--- config.mk ---
export PLATFORM = sky130hd
export DESIGN_NAME = serial_mag_comp_flat
export DESIGN_NICKNAME = d
export VERILOG_FILES = /design/src/rtl/serial_mag_comp_if.sv /design/src/rtl/serial_mag_comp.sv /design/src/flat_wrapper.sv
export SDC_FILE = /design/constraint.sdc
export NUM_CORES = 1
export LEC_CHECK = 0
export ABC_AREA = 1
export ABC_CLOCK_PERIOD_IN_PS = 1400
export CAP_MARGIN = 10
export CELL_PAD_IN_SITES_DETAIL_PLACEMENT = 0
export CELL_PAD_IN_SITES_GLOBAL_PLACEMENT = 1
export CORE_ASPECT_RATIO = 1.2
export CORE_MARGIN = 2
export CORE_UTILIZATION = 29
export DETAILED_ROUTE_END_ITERATION = 6
export PLACE_DENSITY_LB_ADDON = 0.15
export SLEW_MARGIN = 20
export SYNTH_ARGS = -nofsm -noshare
export SYNTH_HDL_FRONTEND = slang
export SYNTH_SLANG_ARGS = --single-unit
--- constraint.sdc ---
create_clock -name clk -period 1.4 [get_ports clk]
set_clock_uncertainty 0.05 [all_clocks]
set_input_delay 0.42 -clock clk [delete_from_list [all_inputs] [get_ports clk]]
set_output_delay 0.42 -clock clk [all_outputs]
set_load 0.05 [all_outputs]
--- src/rtl/serial_mag_comp_if.sv ---
// Digit-stream and result bundle for serial_mag_comp.
// Optional seed ports eq_in/gt_in exist only when CASCADE_IN_EN is defined.
interface serial_mag_comp_if;
  logic       start;
  logic       in_valid;
  logic       in_ready;
  logic [1:0] a_dig;
  logic [1:0] b_dig;
  logic       busy;
  logic       done;
  logic       eq;
  logic       gt;
  logic       lt;
`ifdef CASCADE_IN_EN
  logic       eq_in;
  logic       gt_in;

  modport master (
    output start, in_valid, a_dig, b_dig, eq_in, gt_in,
    input  in_ready, busy, done, eq, gt, lt
  );
  modport slave (
    input  start, in_valid, a_dig, b_dig, eq_in, gt_in,
    output in_ready, busy, done, eq, gt, lt
  );
`else
  modport master (
    output start, in_valid, a_dig, b_dig,
    input  in_ready, busy, done, eq, gt, lt
  );
  modport slave (
    input  start, in_valid, a_dig, b_dig,
    output in_ready, busy, done, eq, gt, lt
  );
`endif
endinterface

--- src/rtl/serial_mag_comp.sv ---
// Bit-serial magnitude comparator, two bits per cycle, MSB digit first.
// Optional feature macro: CASCADE_IN_EN (seed EQ/GT from cmp.eq_in/cmp.gt_in).
module serial_mag_comp #(
  parameter int WIDTH = 8
) (
  input  logic                clk,
  input  logic                rst,
  serial_mag_comp_if.slave    cmp,
  output logic [1:0]          fsm_state
);
  // Handshake: a digit pair transfers on a rising edge where in_valid and
  // in_ready are both high; in_ready depends on FSM state only.
  localparam int DIGITS = WIDTH / 2;
  localparam int CW     = (DIGITS > 1) ? $clog2(DIGITS) : 1;

  typedef enum logic [1:0] {
    IDLE = 2'd0,
    RUN  = 2'd1,
    DONE = 2'd2
  } state_t;

  state_t          state, state_nx;
  logic [CW-1:0]   cnt;
  logic            st_eq, st_gt;
  logic            eq_nx, gt_nx;
  logic            seed_eq, seed_gt;
  logic            res_eq, res_gt, res_lt;
  logic            accept, last, load;

`ifdef CASCADE_IN_EN
  assign seed_eq = cmp.eq_in;
  assign seed_gt = cmp.gt_in;
`else
  assign seed_eq = 1'b1;
  assign seed_gt = 1'b0;
`endif

  assign accept = (state == RUN) && cmp.in_valid;
  assign last   = (cnt == CW'(DIGITS - 1));
  assign load   = ((state == IDLE) || (state == DONE)) && cmp.start;

  always_ff @(posedge clk) begin
    if (rst) state <= IDLE;
    else     state <= state_nx;
  end

  always_comb begin
    state_nx = state;
    case (state)
      IDLE:    if (cmp.start) state_nx = RUN;
      RUN:     if (accept && last) state_nx = DONE;
      DONE:    state_nx = cmp.start ? RUN : IDLE;
      default: state_nx = IDLE;
    endcase
  end

  always_comb begin
    cmp.busy     = (state == RUN);
    cmp.in_ready = (state == RUN);
    cmp.done     = (state == DONE);
  end

  // Once a higher digit has decided (st_eq=0), lower digits cannot change it.
  always_comb begin
    eq_nx = st_eq;
    gt_nx = st_gt;
    if (st_eq) begin
      if (cmp.a_dig > cmp.b_dig) begin
        eq_nx = 1'b0;
        gt_nx = 1'b1;
      end else if (cmp.a_dig < cmp.b_dig) begin
        eq_nx = 1'b0;
        gt_nx = 1'b0;
      end
    end
  end

  always_ff @(posedge clk) begin
    if (rst) begin
      st_eq  <= 1'b1;
      st_gt  <= 1'b0;
      cnt    <= '0;
      res_eq <= 1'b0;
      res_gt <= 1'b0;
      res_lt <= 1'b0;
    end else if (load) begin
      st_eq <= seed_eq;
      st_gt <= seed_gt;
      cnt   <= '0;
    end else if (accept) begin
      st_eq <= eq_nx;
      st_gt <= gt_nx;
      if (last) begin
        cnt    <= '0;
        res_eq <= eq_nx;
        res_gt <= gt_nx;
        res_lt <= !eq_nx && !gt_nx;
      end else begin
        cnt <= cnt + CW'(1);
      end
    end
  end

  assign cmp.eq    = res_eq;
  assign cmp.gt    = res_gt;
  assign cmp.lt    = res_lt;
  assign fsm_state = state;
endmodule

--- src/flat_wrapper.sv ---
// flat-port wrapper written by rule: the top's interface ports become plain ports
module serial_mag_comp_flat 
#(
  parameter int WIDTH = 8
)
  (clk, rst, fsm_state, cmp_start, cmp_in_valid, cmp_a_dig, cmp_b_dig, cmp_in_ready, cmp_busy, cmp_done, cmp_eq, cmp_gt, cmp_lt);
  serial_mag_comp_if cmp_i ();
  input  logic clk;
  input  logic rst;
  output logic [1:0] fsm_state;
  input wire logic [$bits(cmp_i.start)-1:0] cmp_start;
  input wire logic [$bits(cmp_i.in_valid)-1:0] cmp_in_valid;
  input wire logic [$bits(cmp_i.a_dig)-1:0] cmp_a_dig;
  input wire logic [$bits(cmp_i.b_dig)-1:0] cmp_b_dig;
  output wire logic [$bits(cmp_i.in_ready)-1:0] cmp_in_ready;
  output wire logic [$bits(cmp_i.busy)-1:0] cmp_busy;
  output wire logic [$bits(cmp_i.done)-1:0] cmp_done;
  output wire logic [$bits(cmp_i.eq)-1:0] cmp_eq;
  output wire logic [$bits(cmp_i.gt)-1:0] cmp_gt;
  output wire logic [$bits(cmp_i.lt)-1:0] cmp_lt;
  assign cmp_i.start = cmp_start;
  assign cmp_i.in_valid = cmp_in_valid;
  assign cmp_i.a_dig = cmp_a_dig;
  assign cmp_i.b_dig = cmp_b_dig;
  assign cmp_in_ready = cmp_i.in_ready;
  assign cmp_busy = cmp_i.busy;
  assign cmp_done = cmp_i.done;
  assign cmp_eq = cmp_i.eq;
  assign cmp_gt = cmp_i.gt;
  assign cmp_lt = cmp_i.lt;
  serial_mag_comp #(.WIDTH(WIDTH)) u_core (.clk(clk), .rst(rst), .cmp(cmp_i), .fsm_state(fsm_state));
endmodule
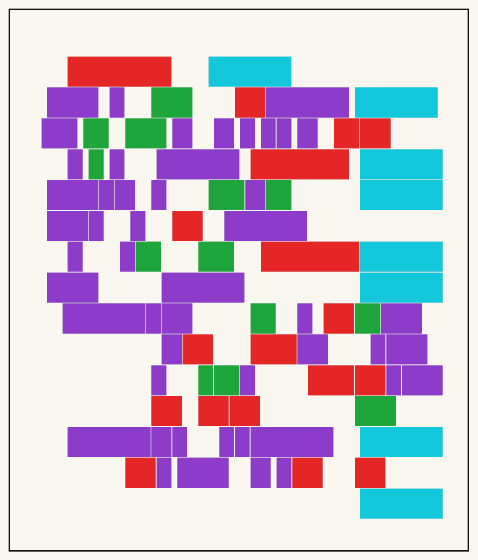
sizing.png
color	size	cells	most used
red	x3 and x4	18	buf_4
purple	x1 and smaller	49	nand2_1
cyan	x6 and larger	8	buf_12
green	x2	13	nand2_2
final instance area: 846 µm²
setup ws final: -71.2 ps

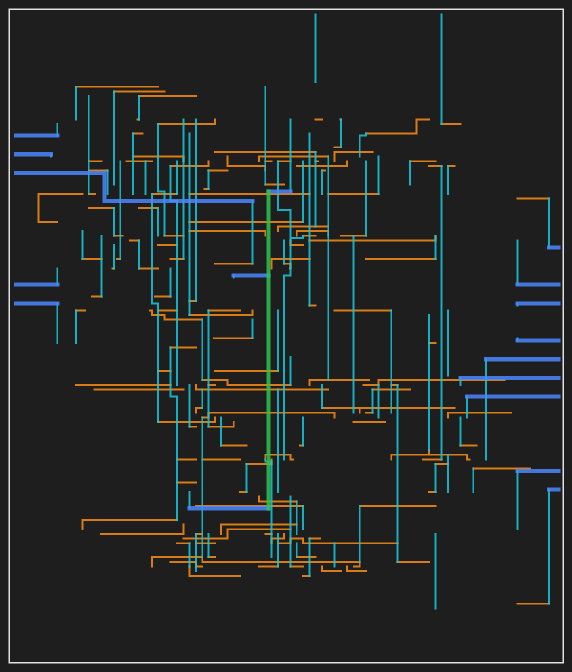
layers.png
color	layer	wire length
blue	M3	73.1 µm
orange	M1	393 µm
cyan	M2	471 µm
green	M4	23.1 µm

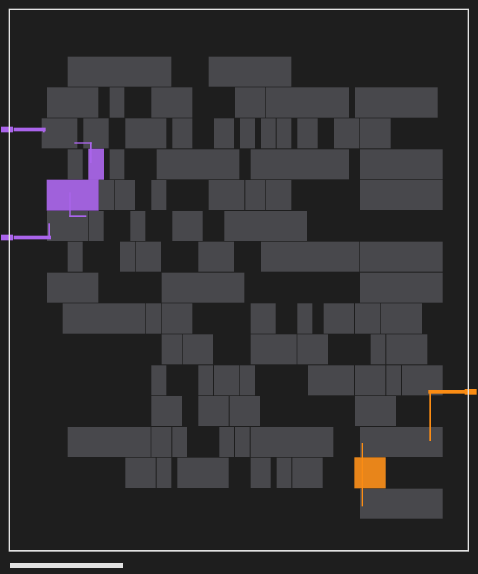
port_trees.png
The bar under the picture is 10 µm long.
color	port	direction	edge	end cells	buffers	wire
purple	`cmp_b_dig`	input	west	2	2	13.4 µm
orange	`cmp_busy`	output	east	1	1	12.7 µm
number of buffers added on ports: 15
I/O pin count: 16

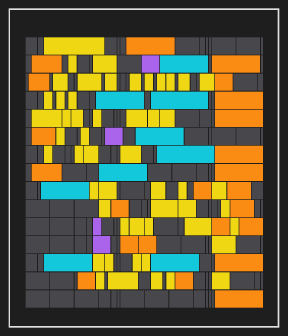
class_map.png
Fill, decap, tap and diode cells in gray.
color	class	cells	share of their area
purple	clock drivers and dummy loads	4	3.2%
orange	remaining buffers and delay cells	23	36%
cyan	registers	9	23%
yellow	remaining logic cells	52	38%

==> impl_metrics.toml <==
# yosys + openroad results
[timing]
setup_ws_ps = -71.2
worst_pin_slew_ps = 186
finalSetupTns_ps = -148
final-setup-viol-count = 3
maxSlewViolCount = 0
fmax_mhz = 680
maxSlewHeadroom = 0.876
hold_ws_ps = 417

[floorplanning]
fp_util = 0.314
rows = 15
dieArea_mm2 = 0.00192
tap_cells = 17
die_h_um = 47.6
core_mm2 = 0.00146

[synth]
yosys_area_um2 = 459
edf_count = 0
synthArstFlopShare = 0
syn_nets = 73
aoi_share = 0.117
synthFlopType = "dfxtp_1"
synth_cells = 62
topCombFamilyByArea = "simple AND/OR/NAND/NOR gates"
yosys_warnings = 0
ys_seq_frac = 0.392

[setup_path]
rr_startpoint = "u_core.fsm_state[1]"
worst_r2r_endpoint = "u_core.st_gt"
setup.worst_path.start_class = "flop"
worstPathCellList = "nand2_4, clkinvlp_4, buf_12"
arrival_ps = 1000
critPathMaxStageDelay_ps = 370

[routing]
vias_per_cell = 4.49
drc_errors = 0
drt_iter0_markers = 1
wire_per_inst_um = 9.13
routed.top_layer = "met4"

[global_routing]
grt_max_degree = 6
grt_pass1_wl_mm = 1.68
grtUsageMet2 = 0.225
use_met1 = 0.137
grt_pass1_vias = 441

[place]
place_congestion = 0.642
hpwl_um = 737

[run_status]
violations = "setup timing"
status = "complete, but fails checks"

[finish]
buffer_area_frac = 0.348
nClkBuffers = 4
flops = 9
drive_above_1_share = 0.443
sh_comb_area = 0.309
clk_share = 0.0311

[worst_hold_path]
hold_path_end = "u_core.cnt[1]"
hp-class = "reg -> reg"

[pwr]
seq-power_mw = 0.270
p_leak_nw = 0.396
seqPwrFrac = 0.425
peakVddDrop_mv = 0.521
p_per_area_mw_per_mm2 = 750
p_int_mw = 0.451

[clocking]
clkTransAtPathRegs_ps = 60
root_buffer = "clkbuf_4"
numCtsBuffers = 3
cts_sinks = 9
cts_resized = 7
